`src/rtl/weight_stream_pkg.sv`:
```
// Shared types and default geometry for the weight-stream sink buffer.
// Row packing places lane j of beat b at element index b*PAR+j.
package weight_stream_pkg;

  localparam int WS_DIM_0 = 32;
  localparam int WS_DIM_1 = 4;
  localparam int WS_PREC  = 16;
  localparam int WS_PAR   = 4;

  localparam int BEATS_PER_ROW = WS_DIM_0 / WS_PAR;
  localparam int ROW_WIDTH     = WS_PREC * WS_DIM_0;
  localparam int ADDR_WIDTH    = $clog2(WS_DIM_1) + 1;

  typedef enum logic {LOAD = 1'b0, DONE = 1'b1} sink_state_t;

  typedef logic [ROW_WIDTH-1:0] weight_row_t;

  function automatic int lane_offset(input int beat, input int lane, input int par, input int prec);
    return (beat * par + lane) * prec;
  endfunction

endpackage

```
`src/rtl/weight_row_ram.sv`:
```
// Simple dual-port row RAM: one write port, one read-first read port with a
// two-stage ce-gated output pipeline. Out-of-range read addresses return zero.
module weight_row_ram #(
  parameter int WIDTH  = 512,
  parameter int DEPTH  = 4,
  parameter int AW     = 3,
  parameter int MEM_AW = (DEPTH > 1) ? $clog2(DEPTH) : 1
) (
  input  logic              clk,
  input  logic              rst_n,
  input  logic              we,
  input  logic [MEM_AW-1:0] waddr,
  input  logic [WIDTH-1:0]  wdata,
  input  logic              ce,
  input  logic [AW-1:0]     raddr,
  output logic [WIDTH-1:0]  q
);

  localparam logic [AW-1:0] DEPTH_A = AW'(DEPTH);

  logic [WIDTH-1:0] mem_r [DEPTH];
  logic [WIDTH-1:0] stage0_r;
  logic [WIDTH-1:0] q_r;

  // Write port; contents deliberately have no reset so the array maps to block RAM
  always_ff @(posedge clk) begin
    if (we) begin
      mem_r[waddr] <= wdata;
    end
  end

  // Read pipeline; nonblocking read of mem_r gives read-first collision behaviour
  always_ff @(posedge clk or negedge rst_n) begin
    if (!rst_n) begin
      stage0_r <= '0;
      q_r      <= '0;
    end else if (ce) begin
      if (raddr < DEPTH_A) begin
        stage0_r <= mem_r[raddr[MEM_AW-1:0]];
      end else begin
        stage0_r <= '0;
      end
      q_r <= stage0_r;
    end
  end

  assign q = q_r;

endmodule

```
`src/rtl/weight_stream_sink_buffer.sv`:
```
// Receives the lane-parallel weight stream, packs each row into a wide word
// and stores it in a row RAM that compute blocks read through a ROM-style port.
module weight_stream_sink_buffer
  import weight_stream_pkg::*;
#(
  parameter int WEIGHT_TENSOR_SIZE_DIM_0 = WS_DIM_0,
  parameter int WEIGHT_TENSOR_SIZE_DIM_1 = WS_DIM_1,
  parameter int WEIGHT_PRECISION_0       = WS_PREC,
  parameter int WEIGHT_PARALLELISM_DIM_0 = WS_PAR
) (
  input  logic                                                clk,
  input  logic                                                rst_n,
  input  logic [WEIGHT_PRECISION_0-1:0]                       data_in [WEIGHT_PARALLELISM_DIM_0],
  input  logic                                                data_in_valid,
  output logic                                                data_in_ready,
  input  logic                                                reload,
  output logic                                                load_done,
  output logic [$clog2(WEIGHT_TENSOR_SIZE_DIM_1):0]           rows_loaded,
  input  logic [$clog2(WEIGHT_TENSOR_SIZE_DIM_1):0]           address0,
  input  logic                                                ce0,
  output logic [WEIGHT_PRECISION_0*WEIGHT_TENSOR_SIZE_DIM_0-1:0] q0
);

  localparam int PAR    = WEIGHT_PARALLELISM_DIM_0;
  localparam int PREC   = WEIGHT_PRECISION_0;
  localparam int BPR    = WEIGHT_TENSOR_SIZE_DIM_0 / WEIGHT_PARALLELISM_DIM_0;
  localparam int RW     = WEIGHT_PRECISION_0 * WEIGHT_TENSOR_SIZE_DIM_0;
  localparam int AW     = $clog2(WEIGHT_TENSOR_SIZE_DIM_1) + 1;
  localparam int MEM_AW = (WEIGHT_TENSOR_SIZE_DIM_1 > 1) ? $clog2(WEIGHT_TENSOR_SIZE_DIM_1) : 1;
  localparam int BEAT_W = (BPR > 1) ? $clog2(BPR) : 1;
  localparam int OFF_W  = $clog2(RW);

  localparam logic [BEAT_W-1:0] LAST_BEAT = BEAT_W'(BPR - 1);
  localparam logic [BEAT_W-1:0] BEAT_ONE  = BEAT_W'(1);
  localparam logic [AW-1:0]     LAST_ROW  = AW'(WEIGHT_TENSOR_SIZE_DIM_1 - 1);
  localparam logic [AW-1:0]     ROW_ONE   = AW'(1);

  sink_state_t       state_r;
  logic [BEAT_W-1:0] beat_cnt_r;
  logic [AW-1:0]     row_cnt_r;
  logic [AW-1:0]     rows_loaded_r;
  logic              load_done_r;
  logic [RW-1:0]     shadow_r;
  logic [RW-1:0]     row_next_s;
  logic [OFF_W-1:0]  lane_off_s;
  logic              ready_s;
  logic              accept_s;
  logic              row_end_s;

  // Ready stays combinational on reload so a beat coinciding with reload is refused
  always_comb begin
    ready_s = 1'b0;
    if (rst_n && (state_r == LOAD) && !reload) begin
      ready_s = 1'b1;
    end else begin
      ready_s = 1'b0;
    end
  end

  assign accept_s  = data_in_valid & ready_s;
  assign row_end_s = accept_s & (beat_cnt_r == LAST_BEAT);

  // Merge the current beat into the shadow row; on the last beat this is the full RAM word
  always_comb begin
    row_next_s = shadow_r;
    lane_off_s = '0;
    for (int j = 0; j < PAR; j++) begin
      lane_off_s = OFF_W'(lane_offset(int'(beat_cnt_r), j, PAR, PREC));
      row_next_s[lane_off_s +: PREC] = data_in[j];
    end
  end

  // Load sequencing: beat/row counters, shadow packing and LOAD/DONE state
  always_ff @(posedge clk or negedge rst_n) begin
    if (!rst_n) begin
      state_r       <= LOAD;
      beat_cnt_r    <= '0;
      row_cnt_r     <= '0;
      rows_loaded_r <= '0;
      load_done_r   <= 1'b0;
      shadow_r      <= '0;
    end else if (reload) begin
      state_r       <= LOAD;
      beat_cnt_r    <= '0;
      row_cnt_r     <= '0;
      rows_loaded_r <= '0;
      load_done_r   <= 1'b0;
    end else begin
      case (state_r)
        LOAD: begin
          if (accept_s) begin
            shadow_r <= row_next_s;
            if (beat_cnt_r == LAST_BEAT) begin
              beat_cnt_r    <= '0;
              row_cnt_r     <= row_cnt_r + ROW_ONE;
              rows_loaded_r <= rows_loaded_r + ROW_ONE;
              if (row_cnt_r == LAST_ROW) begin
                state_r     <= DONE;
                load_done_r <= 1'b1;
              end
            end else begin
              beat_cnt_r <= beat_cnt_r + BEAT_ONE;
            end
          end
        end
        DONE: begin
          state_r <= DONE;
        end
        default: begin
          state_r <= LOAD;
        end
      endcase
    end
  end

  weight_row_ram #(
    .WIDTH  (RW),
    .DEPTH  (WEIGHT_TENSOR_SIZE_DIM_1),
    .AW     (AW),
    .MEM_AW (MEM_AW)
  ) u_ram (
    .clk   (clk),
    .rst_n (rst_n),
    .we    (row_end_s),
    .waddr (row_cnt_r[MEM_AW-1:0]),
    .wdata (row_next_s),
    .ce    (ce0),
    .raddr (address0),
    .q     (q0)
  );

  assign data_in_ready = ready_s;
  assign load_done     = load_done_r;
  assign rows_loaded   = rows_loaded_r;

endmodule

```
`config.mk`:
```
export PLATFORM = sky130hd
export DESIGN_NAME = weight_stream_sink_buffer
export DESIGN_NICKNAME = d
export VERILOG_FILES = /design/src/rtl/weight_stream_pkg.sv /design/src/rtl/weight_row_ram.sv /design/src/rtl/weight_stream_sink_buffer.sv
export SDC_FILE = /design/constraint.sdc
export NUM_CORES = 2
export LEC_CHECK = 0
export ABC_AREA = 1
export CAP_MARGIN = 20
export CORE_MARGIN = 2
export CORE_UTILIZATION = 55
export CTS_CLUSTER_DIAMETER = 50
export DETAILED_ROUTE_END_ITERATION = 10
export PLACE_DENSITY = 0.73
export SETUP_SLACK_MARGIN = 0.15
export SLEW_MARGIN = 15
export SYNTH_ARGS = -nofsm -noshare
export SYNTH_HDL_FRONTEND = slang
export SYNTH_SLANG_ARGS = --single-unit
```
`constraint.sdc`:
```
create_clock -name clk -period 41 [get_ports clk]
set_input_delay 10.25 -clock clk [delete_from_list [all_inputs] [get_ports clk]]
set_output_delay 10.25 -clock clk [all_outputs]
set_load 0.02 [all_outputs]
```
Fig. 1: floorplan with the power grid
The bar under the picture is 200 um long. Pins as bars on the die edge. Tap cells in gray.
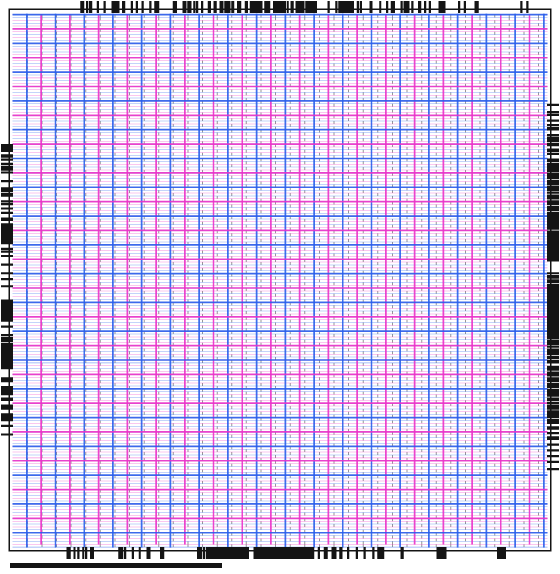
blue -> VSS
magenta -> VDD
signal pins = 589
tap cells = 3366
met1 rails = 186
met4 straps = 37
met5 straps = 37
x dimension of the die: 510.2 um
peak ir drop on the vdd network: 0.00004592 V

Fig. 2: wiring heat map
The die is cut into 26 by 26 equal tiles; dark blue is low, red is high, scaled to the fullest tile. Values are wire area over tile area, all layers added.
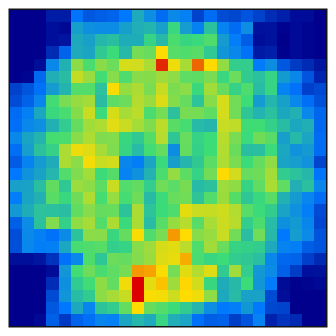
nearly empty tiles = 7.8%
mean over tiles = 0.27
emptiest ninth of the die = top right
tiles over half the peak = 38%
fullest tile = 0.67
densest ninth of the die = bottom middle
global-route total usage across every layer: 30.59%
final wirelength: 403900 um
routed vias: 100700
wire length per cell after detailed routing: 23.69 um

Fig. 3: cell placement
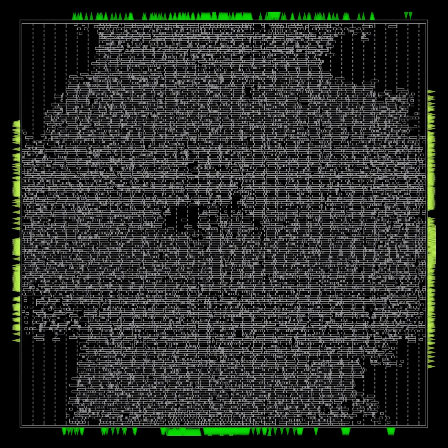
Finished Layout Cells: 17050
total number of placement rows: 185

==> results.txt <==
Flow results follow.

According to the cell report, the number of logic gates is between 8000 and 9000. Synthesis inferred 3595 register bits. The initial standard-cell utilization of the core is approximately 55%. The wire length on met1 is 154100 um. The main area contributors are edfxtp_1 (44%), dfrtp_1 (27%), nand2_1 (12%). The fraction of final layout cells sized beyond drive strength 1 is 6.074%. Endpoints failing hold in the final report were tallied at 0. The number of antenna violations at the first check in global routing is 31. In this run the static leakage power is 66.83 nW. A synthesized cell averages 10.84 um^2. Detailed placement reports a standard cell area of about 0.15 mm^2. The routed layout reports a DRC error count of 0.

The final weighted congestion recorded by global placement is approximately 0.8. The number of signal-net buffers in the layout is between 700 and 800. The data arrival time at the worst-slack endpoint is 11.57 ns. The critical path maximum fanout is 5. The clock insertion delay at the later pin of the skew report is 1.01 ns. The max-slew violation count is 0. The final layout contains about 13000 nets.

The number of warnings the tools reported is 153. The final critical path takes up between 50% and 60% of the cycle. Entering global routing, the biggest net connects about 440 pins. The final global-route overflow total is 0. The final antenna diode tally reported by the flow is around 47. Clock skew on the completed layout was measured at ~0.055 ns.

By instance count after routing, the leading logic cell types are nand2_1 (4569), edfxtp_1 (2048), dfrtp_1 (1544). Between the synthesized netlist and the finished layout, the area growth was recorded as 14.70%. The largest area contributor in the synthesized netlist is edfxtp_1. The most common library cell in the layout ignoring fill and taps is nand2_1.

The smallest clock period supported by the final layout is computed as between 20 and 25 ns. The flop count is ~3600. The number of clock sinks came to between 3000 and 4000. The number of resized instances in the post-cts repair step is 0. The synthesis log from Yosys contains 0 warnings.

For the pin with the worst max-slew slack, the measured transition is 1.239 ns. The clock tree synthesis step divided the H-tree into 5 levels. The run finished with clean final reports. The number of top-level design ports is slightly below 600.
Fig. 4: wires at chosen ports, followed through buffers
The bar under the picture is 200 um long.
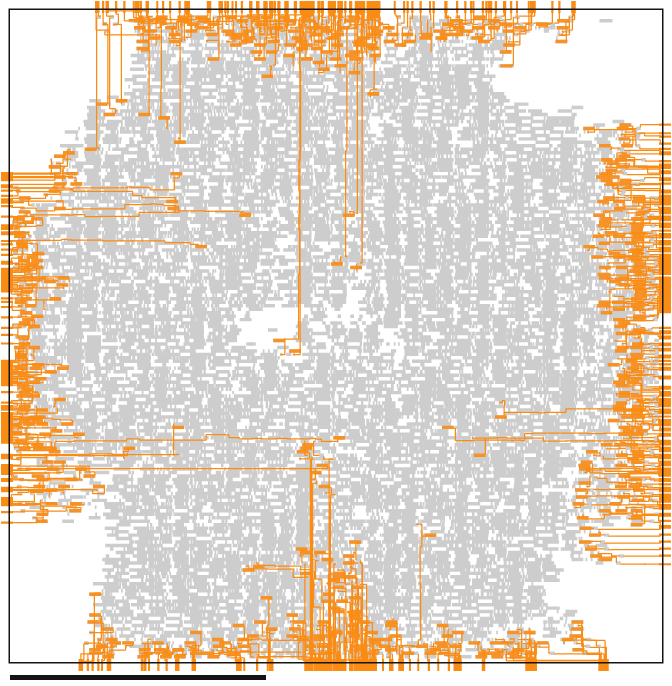
orange -> q0  # direction output, edge 157 right, 127 top, 123 bottom, 105 left, end cells 512, buffers 512, wire 24.0 mm

Fig. 5: cells colored by class
Fill, decap, tap and diode cells in gray.
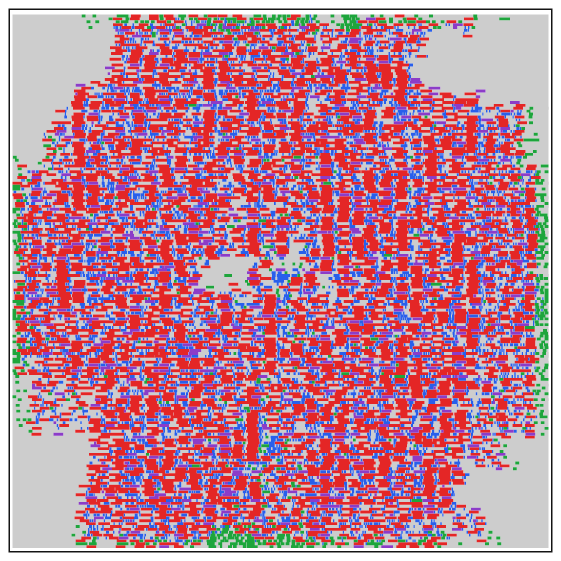
purple -> clock drivers and dummy loads  # cells 709
red -> flops  # cells 3595
blue -> all other logic  # cells 8574
green -> other buffers and delay cells  # cells 754

==> worst max-delay path, cell delays in order <==
cell,delay (ns)
clkdlybuf4s50_1,0.50
nor2_1,0.19
clkdlybuf4s50_1,0.63
==> synth_stat cells (2+ instances only) <==
| master | number |
|---|---|
| nor2_4 | 7 |
| buf_6 | 48 |
| buf_2 | 312 |
| o22ai_1 | 705 |
| inv_1 | 335 |
| o21ai_1 | 72 |
| clkbuf_1 | 411 |
| nor2_2 | 12 |
| o21ai_0 | 1418 |
| nand3_2 | 3 |
| nor2_1 | 1070 |
| dfrtp_1 | 1547 |
| inv_2 | 6 |
| nand2_1 | 4575 |
| buf_8 | 5 |
| a21oi_1 | 2 |
| nand3_1 | 278 |
| buf_4 | 47 |
| inv_4 | 2 |
| buf_1 | 11 |
| ha_1 | 15 |
| and2_1 | 64 |
| or2_2 | 2 |
| edfxtp_1 | 2048 |
| nand2_2 | 3 |
==> kinds of logic after synthesis <==
logic type	count (synthesis)	synth area share, %
buffers and inverters	1180	3.859
DFF	3595	71.10
adders and majority gates	15	0.1332
AOI/OAI and AO/OA	2197	8.428
and+or+nand+nor	6017	16.48
==> registers in the layout (all words and copies together) (netlist names) <==
signal	flops
load_done	1
u_ram.mem_r	2048
rows_loaded	3
u_ram.q	512
beat_cnt_r	3
u_ram.stage0_r	512
state_r	1
row_cnt_r	3
shadow_r	512
==> final timing paths <==
| path | start | end | slack (ns) | depth (start not counted) |
|---|---|---|---|---|
| worst min-delay path | u_ram.stage0_r[67]$_DFFE_PN0P_ | u_ram.q[67]$_DFFE_PN0P_ | 0.44 | 2 |
| min in group asynchronous | rst_n | u_ram.stage0_r[297]$_DFFE_PN0P_ | 9.09 | 1 |
| max in group asynchronous | rst_n | u_ram.q[150]$_DFFE_PN0P_ | 29.18 | 4 |
| worst max register to register | state_r$_DFF_PN0_ | u_ram.mem_r[3][85]$_DFFE_PP_ | 35.26 | 8 |
| worst min register to register | u_ram.stage0_r[67]$_DFFE_PN0P_ | u_ram.q[67]$_DFFE_PN0P_ | 0.44 | 2 |
| worst max-delay path | reload | data_in_ready | 19.18 | 3 |
==> metal layers <==
metal  vias to the layer above  track usage [%]
met5                         -                0
met2                      5766            44.83
met1                     49520            40.94
met4                        26            20.72
li1                      44490                -
met3                       916            7.125
==> stage by stage <==
step | std cells | hold WS [ns] | util, % | setup WS [ns] | power [W]
after global routing | 17010 | 0.4799 | 63.51 | 19.17 | 0.008707
after detailed placement | 16280 | 0.4582 | 58.35 | 19.20 | 0.004975
after CTS | 16990 | 0.4500 | 63.44 | 19.19 | 0.008466
final | 17050 | 0.4406 | 63.54 | 19.18 | 0.008450
after floorplan | 13000 | 0.4426 | - | 7.628 | 0.004623
after global placement | 16280 | 0.4549 | 58.33 | 19.11 | 0.004939
==> power by group <==
group	switching [W]	leakage, nW	internal (W)	total [W]
Sequential	0.0000948	38.3	0.00405	0.00414
Clock	0.00142	6.32	0.00210	0.00352
Combinational	0.000546	22.2	0.000239	0.000785
Total	0.00206	66.8	0.00639	0.00845
Power figures rest on the tool's default switching activity, not on a simulated workload.
